## config.mk

```make
export PLATFORM = sky130hd
export DESIGN_NAME = inttofp_wb
export DESIGN_NICKNAME = d
export VERILOG_FILES = /design/src/rtl/inttofp_wb.sv
export SDC_FILE = /design/constraint.sdc
export NUM_CORES = 1
export LEC_CHECK = 0
export CELL_PAD_IN_SITES_DETAIL_PLACEMENT = 0
export CELL_PAD_IN_SITES_GLOBAL_PLACEMENT = 1
export CORE_ASPECT_RATIO = 1.25
export CORE_MARGIN = 4
export CORE_UTILIZATION = 45
export DETAILED_ROUTE_END_ITERATION = 10
export PLACE_DENSITY = 0.75
export SYNTH_ARGS = -nofsm -noshare
export SYNTH_HDL_FRONTEND = slang
export SYNTH_SLANG_ARGS = --single-unit
```

## constraint.sdc

```tcl
create_clock -name clk -period 17.75 [get_ports clk]
set_input_delay 1.775 -clock clk [delete_from_list [all_inputs] [get_ports clk]]
set_output_delay 1.775 -clock clk [all_outputs]
set_load 0.02 [all_outputs]
```

## src/rtl/inttofp_wb.sv

```systemverilog
// Writeback stage behind the int-to-fp converter: pairs narrow (32->16) halves into
// full vector words, queues them and issues byte-enabled register-file writes.
// Optional statistics counters are enabled with `define INTTOFP_WB_STATS_EN.
module inttofp_wb #(
  parameter int DEPTH        = 4,
  parameter int IDX_W        = 5,
  parameter int PACK_TIMEOUT = 8
) (
  input  logic             clk,
  input  logic             rst,
  input  logic             res_valid,
  output logic             res_ready,
  input  logic [127:0]     res_data,
  input  logic [5:0]       res_ctrl,
  input  logic [IDX_W-1:0] res_idx,
  input  logic             drain,
  output logic             wb_valid,
  input  logic             wb_ready,
  output logic [127:0]     wb_data,
  output logic [15:0]      wb_be,
  output logic [IDX_W-1:0] wb_idx,
  output logic             busy
`ifdef INTTOFP_WB_STATS_EN
  ,
  output logic [31:0]      stat_wr_cnt,
  output logic [31:0]      stat_pair_cnt,
  output logic [31:0]      stat_partial_cnt
`endif
);

  localparam int PW = $clog2(DEPTH);
  localparam int CW = PW + 1;
  localparam int TW = $clog2(PACK_TIMEOUT + 1);
  localparam int EW = 128 + 16 + IDX_W;
  localparam logic [TW-1:0] TMAX = TW'(PACK_TIMEOUT - 1);

  typedef enum logic {IDLE, HOLD} state_t;

  state_t           r_state;
  logic [CW-1:0]    r_count;
  logic [PW-1:0]    r_wr_ptr;
  logic [PW-1:0]    r_rd_ptr;
  logic [EW-1:0]    r_mem [DEPTH];
  logic [63:0]      r_hold_lo;
  logic [IDX_W-1:0] r_hold_idx;
  logic [TW-1:0]    r_timer;
  logic             r_drain_pend;

  logic             w_accept, w_beat, w_narrow, w_same_idx, w_pop;
  logic             w_flush, w_pair, w_partial;
  logic [1:0]       w_n_push;
  logic [PW-1:0]    w_wr_ptr1;
  logic [EW-1:0]    w_e0, w_e1, w_full_e, w_part_e, w_pair_e, w_head;

  // Credit check uses the registered count only; a pop in the same cycle is not counted.
  assign res_ready  = ~rst & (r_count <= CW'(DEPTH - 2));
  assign w_accept   = res_valid & res_ready;
  assign w_beat     = w_accept & res_ctrl[5];
  assign w_narrow   = res_ctrl[4] & ~res_ctrl[3];
  assign w_same_idx = (res_idx == r_hold_idx);
  assign w_pop      = (r_count != '0) & wb_ready;
  assign w_wr_ptr1  = r_wr_ptr + PW'(1);

  assign w_full_e = {res_data, 16'hFFFF, res_idx};
  assign w_part_e = {64'h0, r_hold_lo, 16'h00FF, r_hold_idx};
  assign w_pair_e = {res_data[63:0], r_hold_lo, 16'hFFFF, r_hold_idx};

  assign w_head   = r_mem[r_rd_ptr];
  assign wb_valid = (r_count != '0);
  assign wb_data  = wb_valid ? w_head[EW-1 -: 128] : 128'h0;
  assign wb_be    = wb_valid ? w_head[IDX_W +: 16] : 16'h0;
  assign wb_idx   = wb_valid ? w_head[IDX_W-1:0] : '0;
  assign busy     = (r_state == HOLD) | (r_count != '0);

  always_comb begin
    w_n_push = 2'd0;
    w_e0     = w_full_e;
    w_e1     = w_full_e;
    w_flush  = 1'b0;
    w_pair   = 1'b0;
    case (r_state)
      IDLE: begin
        if (w_beat && !w_narrow) w_n_push = 2'd1;
      end
      HOLD: begin
        if (w_beat) begin
          if (w_narrow && w_same_idx) begin
            w_n_push = 2'd1;
            w_e0     = w_pair_e;
            w_pair   = 1'b1;
          end else if (w_narrow) begin
            w_n_push = 2'd1;
            w_e0     = w_part_e;
          end else begin
            w_n_push = 2'd2;
            w_e0     = w_part_e;
            w_e1     = w_full_e;
          end
        end else if ((drain || r_drain_pend || r_timer == TMAX) && (r_count < CW'(DEPTH))) begin
          w_n_push = 2'd1;
          w_e0     = w_part_e;
          w_flush  = 1'b1;
        end
      end
      default: ;
    endcase
  end

  assign w_partial = (r_state == HOLD) && ((w_beat && !(w_narrow && w_same_idx)) || w_flush);

  always_ff @(posedge clk) begin
    if (rst) begin
      r_state      <= IDLE;
      r_count      <= '0;
      r_wr_ptr     <= '0;
      r_rd_ptr     <= '0;
      r_hold_lo    <= '0;
      r_hold_idx   <= '0;
      r_timer      <= '0;
      r_drain_pend <= 1'b0;
      for (int i = 0; i < DEPTH; i++) r_mem[i] <= '0;
    end else begin
      if (w_n_push != 2'd0) r_mem[r_wr_ptr] <= w_e0;
      if (w_n_push == 2'd2) r_mem[w_wr_ptr1] <= w_e1;
      r_wr_ptr <= r_wr_ptr + PW'(w_n_push);
      if (w_pop) r_rd_ptr <= r_rd_ptr + PW'(1);
      r_count <= r_count + CW'(w_n_push) - CW'(w_pop);

      case (r_state)
        IDLE: begin
          if (w_beat && w_narrow) begin
            r_state      <= HOLD;
            r_hold_lo    <= res_data[63:0];
            r_hold_idx   <= res_idx;
            r_timer      <= '0;
            r_drain_pend <= drain;
          end
        end
        HOLD: begin
          if (w_beat) begin
            if (w_narrow && !w_same_idx) begin
              r_hold_lo    <= res_data[63:0];
              r_hold_idx   <= res_idx;
              r_timer      <= '0;
              r_drain_pend <= drain;
            end else begin
              r_state      <= IDLE;
              r_drain_pend <= 1'b0;
            end
          end else if (w_flush) begin
            r_state      <= IDLE;
            r_drain_pend <= 1'b0;
          end else if (r_timer != TMAX) begin
            // Holds at the last count while the FIFO is full, so the flush fires once space frees.
            r_timer <= r_timer + TW'(1);
          end
        end
        default: r_state <= IDLE;
      endcase
    end
  end

`ifdef INTTOFP_WB_STATS_EN
  always_ff @(posedge clk) begin
    if (rst) begin
      stat_wr_cnt      <= '0;
      stat_pair_cnt    <= '0;
      stat_partial_cnt <= '0;
    end else begin
      if (w_pop)     stat_wr_cnt      <= stat_wr_cnt + 32'd1;
      if (w_pair)    stat_pair_cnt    <= stat_pair_cnt + 32'd1;
      if (w_partial) stat_partial_cnt <= stat_partial_cnt + 32'd1;
    end
  end
`endif

endmodule

```

Clock wires, drivers and flops:
Bar = 50 microns.
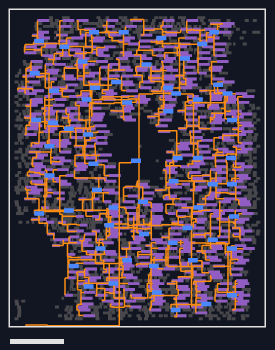
Key: clock drivers = blue [count 61]; flip-flops = purple [count 624]; clock wires = orange [length 7380 microns]
Position of the flops: spread over the die.

Placement by cell class:
Bar = 50 microns.
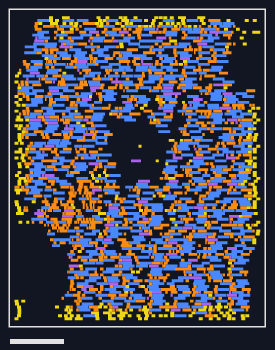
Key: other buffers and delay cells = yellow [cells 323, share of their area 9.4%]; flops = blue [cells 624, share of their area 53%]; combinational and other logic = orange [cells 1077, share of their area 31%]; clock drivers and dummy loads = purple [cells 113, share of their area 6.0%]

==> flow_summary.json <==
{
  "status": "finished, final reports clean",
  "ys_sh_adder_pct": 0.280,
  "htree_levels": 2,
  "utilization_pct": 53.5,
  "use_met1_pct": 30.9,
  "worst_pin_slew_ps": 1200,
  "combGateArea_sq_um": 10500,
  "p_leak_nw": 11.8,
  "synth-edff-count": 532,
  "regArea_sq_um": 17800,
  "compound_area_share_pct": 16.6,
  "min_path_type": "flip-flop to flip-flop",
  "pwr-share-seq_pct": 40.4,
  "period_needed_ps": 6000,
  "hold_ws_ps": 495,
  "arrival_ps": 4230,
  "wl_microns": 85100,
  "logic_family": "AND-OR/OR-AND gates",
  "die_h_microns": 294,
  "power.share.clock_pct": 31.0,
  "cts_buffers": 61,
  "log.warning_count": 32,
  "netlist.area_leader.share_pct": 54.2,
  "crit_family": "buffers and inverters",
  "dpl.hpwl_microns": 44300,
  "yosys_area_sq_um": 29500,
  "whs_path_depth": 1,
  "place.port_buffers": 292,
  "ys_seq_share_pct": 60.5,
  "reg2reg_from": "r_count[2]",
  "num-nonclk-buffers": 323,
  "cts.sinks": 624,
  "wl_met1_microns": 33500,
  "p_sw_mw": 1.26,
  "flop_cell": "edfxtp_1",
  "dieArea_sq_um": 69600,
  "drtAntennaViolNets": 0,
  "comb_area_share_pct": 30.4,
  "maxCapViolCount": 0,
  "setup_violations": 0,
  "fin_crit_sh_pct": 33.8,
  "p_int_mw": 2.95,
  "max_freq_mhz": 167,
  "power.density_nw_per_um2": 122,
  "cts_root_buf": "clkbuf_16",
  "final_hold_viol_count": 0,
  "xor_area_share_pct": 0.416,
  "first_iter_violations": 1573,
  "seq-cell-share_pct": 51.5,
  "r2r_cells": 7,
  "pg_comb_mw": 1.20,
  "ios": 296,
  "path_cells": "buf_4 > buf_4 > mux4_2 > and2_1 > clkdlybuf4s50_1",
  "yosysUniqueCellTypes": 55,
  "reg2reg_slack_ps": 13650,
  "dpl-instance-area_sq_um": 32600,
  "clock_path_buffers": 3,
  "critical_path_required_ps": 15970,
  "met2WireLength_microns": 43000,
  "row_count": 104,
  "largest_reg_flops": 540,
  "cp-start-kind": "flip-flop",
  "top_layer": "met5",
  "clock_buffers": 85,
  "max_flop_register": "r_mem",
  "critPathMaxFanout": 40,
  "cts_resized": 0,
  "final-clk-cell-share_pct": 5.77,
  "syn_inst": 1959,
  "gr-usage-met3_pct": 3.88,
  "fin_setup_tns_ps": 0,
  "top_usage_layer": "met2",
  "fin_worst_skew_ps": 28.7,
  "ys_sh_simple_pct": 5.25,
  "vias_per_cell": 6.43,
  "path_buffers": 3,
  "ys_warn_count": 0,
  "synth.top_cells.by_count": "a22o_1 (532), edfxtp_1 (532), and2_1 (138), mux4_2 (135), clkbuf_1 (132)",
  "place_ws_ps": 11970,
  "avgSynthCellArea_sq_um": 15.0,
  "crit_cells": 5,
  "num_vias": 19218,
  "rsz0062_at_grt": "no",
  "grt_pass1_vias": 20029,
  "topCellsByArea": "edfxtp_1 (54%), a22o_1 (16%), mux4_2 (10%)",
  "min_to": "r_mem[2][19]",
  "core_sq_um": 64700,
  "syn_area_sq_um": 29500,
  "bufAreaShareNonClock_pct": 9.15,
  "p_total_mw": 4.21,
  "slowest_stage": "buf_4",
  "pg_seq_mw": 1.70,
  "crit_top_cell": "buf_4",
  "post_cts_buffers": 0,
  "nNonClkInverters": 7,
  "track_usage_pct": 23.6,
  "gp_congestion": 0.720,
  "comb_power_share_pct": 28.6,
  "cp_slowest_stage_delay_ps": 770,
  "endpoint": "wb_data[32]",
  "powerClk_mw": 1.30,
  "grt_max_degree": 134,
  "antenna_cells": 5,
  "muxShareOfSynthArea_pct": 12.7,
  "fillCellCount": 5236,
  "synthesis.nets": 2109
}
Met2 routing:
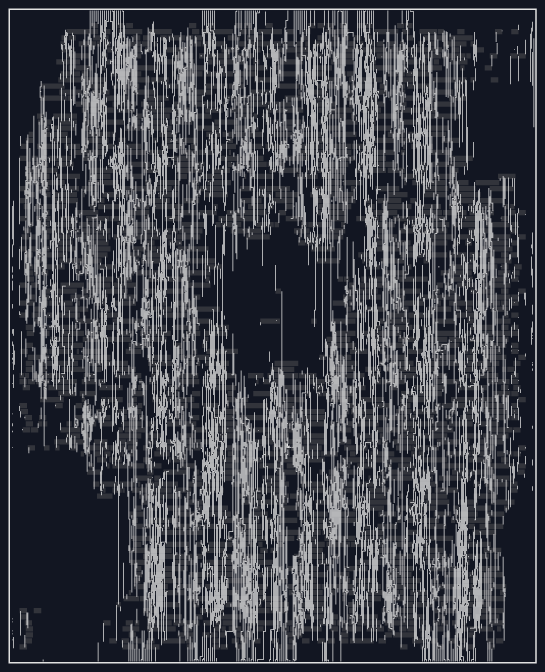
The layer carries 43.0 mm of wire. The wires run mostly vertical. The longest straight run is 85.2 microns. The layer holds 51% of the routed length.

Cell placement:
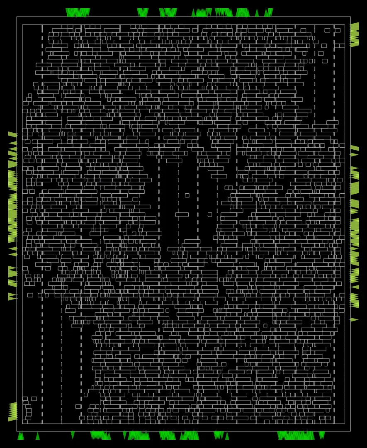
FF+latch count: 624
final std cells w/o fill: 2990
Tap Cells: 848

No activity file was given, so power comes from the tool's default toggle rates.
